**src/rtl/bpsk_frame_deframer.sv**
```systemverilog
// BPSK frame deframer: recovers symbol timing from the demodulator's hard-decision
// samples, slices bits by majority vote, hunts the sync word in either polarity and emits payload bytes.
`ifndef SAMPLES_PER_SYMBOL
`define SAMPLES_PER_SYMBOL 80
`endif

module bpsk_frame_deframer #(
    parameter int          SAMPLES_PER_SYMBOL = `SAMPLES_PER_SYMBOL,
    parameter logic [15:0] SYNC_WORD          = 16'hD391
) (
    input  logic       clk,
    input  logic       rst,
    input  logic       data_in,
    output logic       sym_bit,
    output logic       sym_valid,
    output logic       sync_locked,
    output logic       inverted,
    output logic [7:0] byte_out,
    output logic       byte_valid,
    output logic       frame_start,
    output logic       frame_end
);
    localparam int SPS   = SAMPLES_PER_SYMBOL;
    localparam int PH_W  = $clog2(SPS);
    localparam int CNT_W = $clog2(SPS + 1);
    localparam logic [PH_W-1:0]  PH_LAST = PH_W'(SPS - 1);
    localparam logic [CNT_W:0]   HALF    = (CNT_W + 1)'(SPS / 2);

    typedef enum logic [1:0] {ST_HUNT, ST_LEN, ST_PAYLOAD} state_t;

    state_t           r_state, w_next;
    logic [PH_W-1:0]  r_ph, w_ph;
    logic [CNT_W-1:0] r_ones, w_ones;
    logic             r_prev;
    logic [15:0]      r_shift, w_shift;
    logic [2:0]       r_bitcnt;
    logic [7:0]       r_acc, w_acc;
    logic [7:0]       r_remaining;
    logic             r_first;
    logic             r_inverted;
    logic             w_realign, w_decide, w_raw, w_corr, w_last_byte;

    // Majority slice over a full window; an exact tie resolves to 0.
    function automatic logic slice_bit(input logic [CNT_W:0] sum);
        return sum > HALF;
    endfunction

    always_comb begin
        w_realign   = (r_state == ST_HUNT) && (data_in != r_prev);
        w_ph        = w_realign ? '0 : r_ph;
        w_ones      = w_realign ? '0 : r_ones;
        w_decide    = (w_ph == PH_LAST);
        w_raw       = slice_bit({1'b0, w_ones} + (CNT_W + 1)'(data_in));
        w_corr      = w_raw ^ r_inverted;
        w_shift     = {r_shift[14:0], w_raw};
        w_acc       = {r_acc[6:0], w_corr};
        w_last_byte = w_decide && (r_state == ST_PAYLOAD) && (r_bitcnt == 3'd7)
                      && (r_remaining == 8'd1);
    end

    always_comb begin
        w_next = r_state;
        case (r_state)
            ST_HUNT: begin
                if (w_decide && (w_shift == SYNC_WORD || w_shift == ~SYNC_WORD))
                    w_next = ST_LEN;
            end
            ST_LEN: begin
                if (w_decide && r_bitcnt == 3'd7)
                    w_next = (w_acc == 8'd0) ? ST_HUNT : ST_PAYLOAD;
            end
            ST_PAYLOAD: begin
                if (w_last_byte)
                    w_next = ST_HUNT;
            end
            default: w_next = ST_HUNT;
        endcase
    end

    always_ff @(posedge clk) begin
        if (rst)
            r_state <= ST_HUNT;
        else
            r_state <= w_next;
    end

    always_ff @(posedge clk) begin
        if (rst) begin
            r_ph        <= '0;
            r_ones      <= '0;
            r_prev      <= 1'b0;
            r_shift     <= '0;
            r_bitcnt    <= '0;
            r_acc       <= '0;
            r_remaining <= '0;
            r_first     <= 1'b0;
            r_inverted  <= 1'b0;
            sym_bit     <= 1'b0;
            sym_valid   <= 1'b0;
            sync_locked <= 1'b0;
            byte_out    <= '0;
            byte_valid  <= 1'b0;
            frame_start <= 1'b0;
            frame_end   <= 1'b0;
        end else begin
            r_prev      <= data_in;
            sym_valid   <= 1'b0;
            byte_valid  <= 1'b0;
            frame_start <= 1'b0;
            frame_end   <= 1'b0;
            // Lock is held through the frame_end cycle and released on the next one.
            sync_locked <= (w_next != ST_HUNT) || w_last_byte;

            if (w_decide) begin
                r_ph      <= '0;
                r_ones    <= '0;
                sym_valid <= 1'b1;
                sym_bit   <= (r_state == ST_HUNT) ? w_raw : w_corr;
            end else begin
                r_ph   <= w_ph + PH_W'(1);
                r_ones <= w_ones + CNT_W'(data_in);
            end

            if (w_decide) begin
                case (r_state)
                    ST_HUNT: begin
                        r_shift <= w_shift;
                        if (w_shift == SYNC_WORD || w_shift == ~SYNC_WORD) begin
                            r_inverted <= (w_shift != SYNC_WORD);
                            r_bitcnt   <= '0;
                        end
                    end
                    ST_LEN: begin
                        r_bitcnt <= r_bitcnt + 3'd1;
                        r_acc    <= w_acc;
                        if (r_bitcnt == 3'd7) begin
                            r_remaining <= w_acc;
                            r_first     <= 1'b1;
                        end
                    end
                    ST_PAYLOAD: begin
                        r_bitcnt <= r_bitcnt + 3'd1;
                        r_acc    <= w_acc;
                        if (r_bitcnt == 3'd7) begin
                            byte_out    <= w_acc;
                            byte_valid  <= 1'b1;
                            frame_start <= r_first;
                            frame_end   <= (r_remaining == 8'd1);
                            r_first     <= 1'b0;
                            r_remaining <= r_remaining - 8'd1;
                            if (r_remaining == 8'd1)
                                r_shift <= '0;
                        end
                    end
                    default: ;
                endcase
            end
        end
    end

    assign inverted = r_inverted;

endmodule
```
**config.mk**
```make
export PLATFORM = sky130hd
export DESIGN_NAME = bpsk_frame_deframer
export DESIGN_NICKNAME = d
export VERILOG_FILES = /design/src/rtl/bpsk_frame_deframer.sv
export SDC_FILE = /design/constraint.sdc
export NUM_CORES = 1
export LEC_CHECK = 0
export CAP_MARGIN = 20
export CORE_UTILIZATION = 45
export DETAILED_ROUTE_END_ITERATION = 10
export DONT_BUFFER_PORTS = 1
export SLEW_MARGIN = 10
export SYNTH_ARGS = -nofsm -noshare
export SYNTH_HDL_FRONTEND = slang
export SYNTH_SLANG_ARGS = --single-unit
```
**constraint.sdc**
```tcl
create_clock -name clk -period 6.3 [get_ports clk]
set_clock_uncertainty 0.2 [all_clocks]
set_input_delay 1.26 -clock clk [delete_from_list [all_inputs] [get_ports clk]]
set_output_delay 1.26 -clock clk [all_outputs]
set_load 0.05 [all_outputs]
```
detail.png
Window x 28 to 58, y 45 to 75 um. Cells in grey, sequential cells in the stronger grey; small squares are vias.
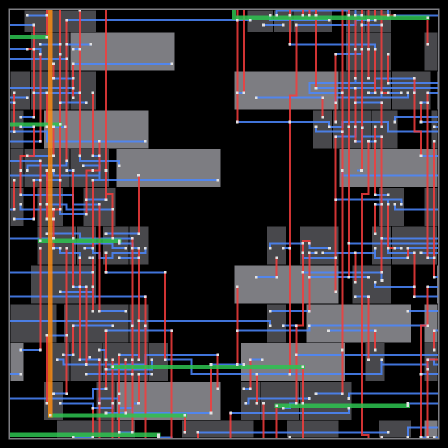
- orange: metal 4
- red: metal 2
- blue: metal 1
- green: metal 3
- sequential cells in the window: 9
- netlist names of flops here include: r_remaining (4), r_shift (4)
- most frequent: nor2_1 (11), dfxtp_1 (9), nand2_1 (7)
- cells with their middle in the window: 58

layer_met1.png
Drawn at 4 px/um. Supply wires on this layer in grey.
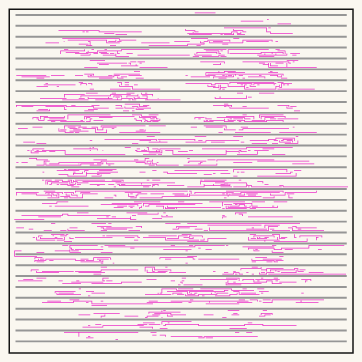
- nets with wire on the layer: 364
- share of all routed wire: 51%
- wire length on this layer: 3330 um
- main direction: horizontal
- longest straight run: 28.1 um
vias post-DR: 2475
met1 usage: 0.267
Post-Route WL: 6.55 mm

congestion.png
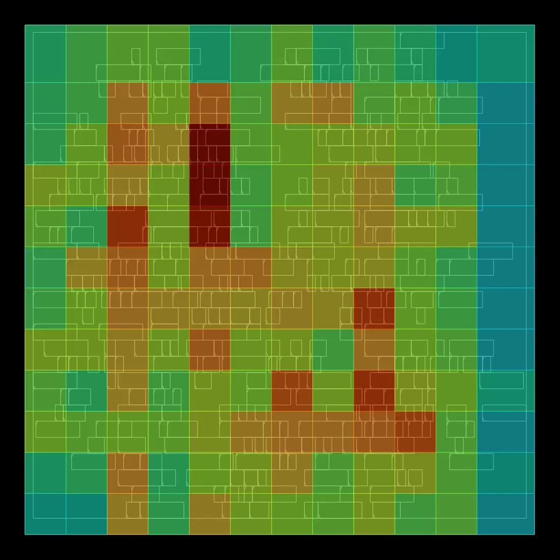
Final Util: 0.514
per-cell routed wire length: 14.5 um

==> reports/summary.txt <==
max_slew headroom = 0.370
ratio of cells with drive above 1 in the final layout = 0.0672
FP Util = 0.465
FF-to-FF Start = r_state[1]
core area = 0.00676 sq mm
Data buffer area share = 0.00649
logic share of the area = 0.494
met3 wire length = 264 um
Initial DRT Pass Iterations = 4
placed cell area = 0.00318 sq mm
Post-synth ARST share = 0
H-tree depth = 3
# hold bufs at CTS = 0
RePlAce Congestion = 0.855
Hold Fails Final Rpt = 0
initial antenna violation count = 0
vias in the first global route = 2313
Mapped Area = 0.00314 sq mm
Die W = 85.6 um
# Taps = 80
VDD IR-drop max = 125 uV
sequential power = 0.000420 W
fmax = 225 MHz
sw frac = 0.195
critical path startpoint = data_in
Hold Path Class = reg -> reg
largest class = combinational gates
Syn Area/Cell = 8.45 sq um
final setup violation count = 0
comb_multi_in = 278
Slew Limit Fails = 0
period utilization = 0.704
sequential group share of total power = 0.457
most frequent cells in the layout = dfxtp_1, nor2_1, nand2_1
Clock Sinks = 66
post-DP HPWL = 4.27 mm
Clk pwr share = 0.530
CTS tree = done
dpl cells = 435
non-clock buffer count = 2
Clock transition at path regs = 0.08 ns
syn nets = 387
post-CTS setup buffer count = 0
Logic area = 0.00172 sq mm
ANT nets after route = 0
Area leader share = 0.421
tool warnings = 31
hold path start = r_first
crit path to = sync_locked
RSZ-0062 raised after global routing = false
worst path cell trace = xor2_1 > nand2_1 > and2_1 > ha_1 > ha_1 > or2_1 > a21oi_1 > o211ai_2 > a31oi_4 > xnor2_1 > o311a_1 > or4_4
Layout area overhead = 10.5%
actual slew at the worst max-slew pin = 0.942 ns
GRT met3 Usage = 0.0626
Boundary Pins = 18
yosys stat cell total = 372
drt drc = 0
number of synthesized flops with an enable pin = 0
fin area = 0.00347 sq mm
Yosys warning count = 0
status = finished, final reports clean
highest metal used = met4
FF+latch count, synth = 66
Comb group = 0.0000120 W
cts repair resizes = 0
clock network power = 0.000486 W
# nets final = 382
busiest layer in global routing = met2
Vias/cell = 5.48
==> cells by family after synthesis <==
family / Yosys count / share of synthesized area
mux: 15 / 0.0478
buf+inv: 28 / 0.0335
compound gates: 65 / 0.135
xor+xnor: 11 / 0.0307
fa+ha+maj: 12 / 0.0478
flops: 66 / 0.421
simple gates: 175 / 0.284
==> worst max-delay path: cells and delay by family <==
family | cells | cell delay [ns]
AOI/OAI and AO/OA | 4 | 1.10
xor gates and xnor gates | 2 | 0.42
adders and majority gates | 2 | 0.47
and+or+nand+nor | 4 | 1.20
==> registers in the layout, summed over array words and instances, names as in the netlist, 2 cells and up <==
register,flops
r_shift,15
r_acc,7
r_bitcnt,3
r_state,2
r_ph,7
r_remaining,8
byte_out,8
r_ones,7
Power and IR drop assume default switching activity.
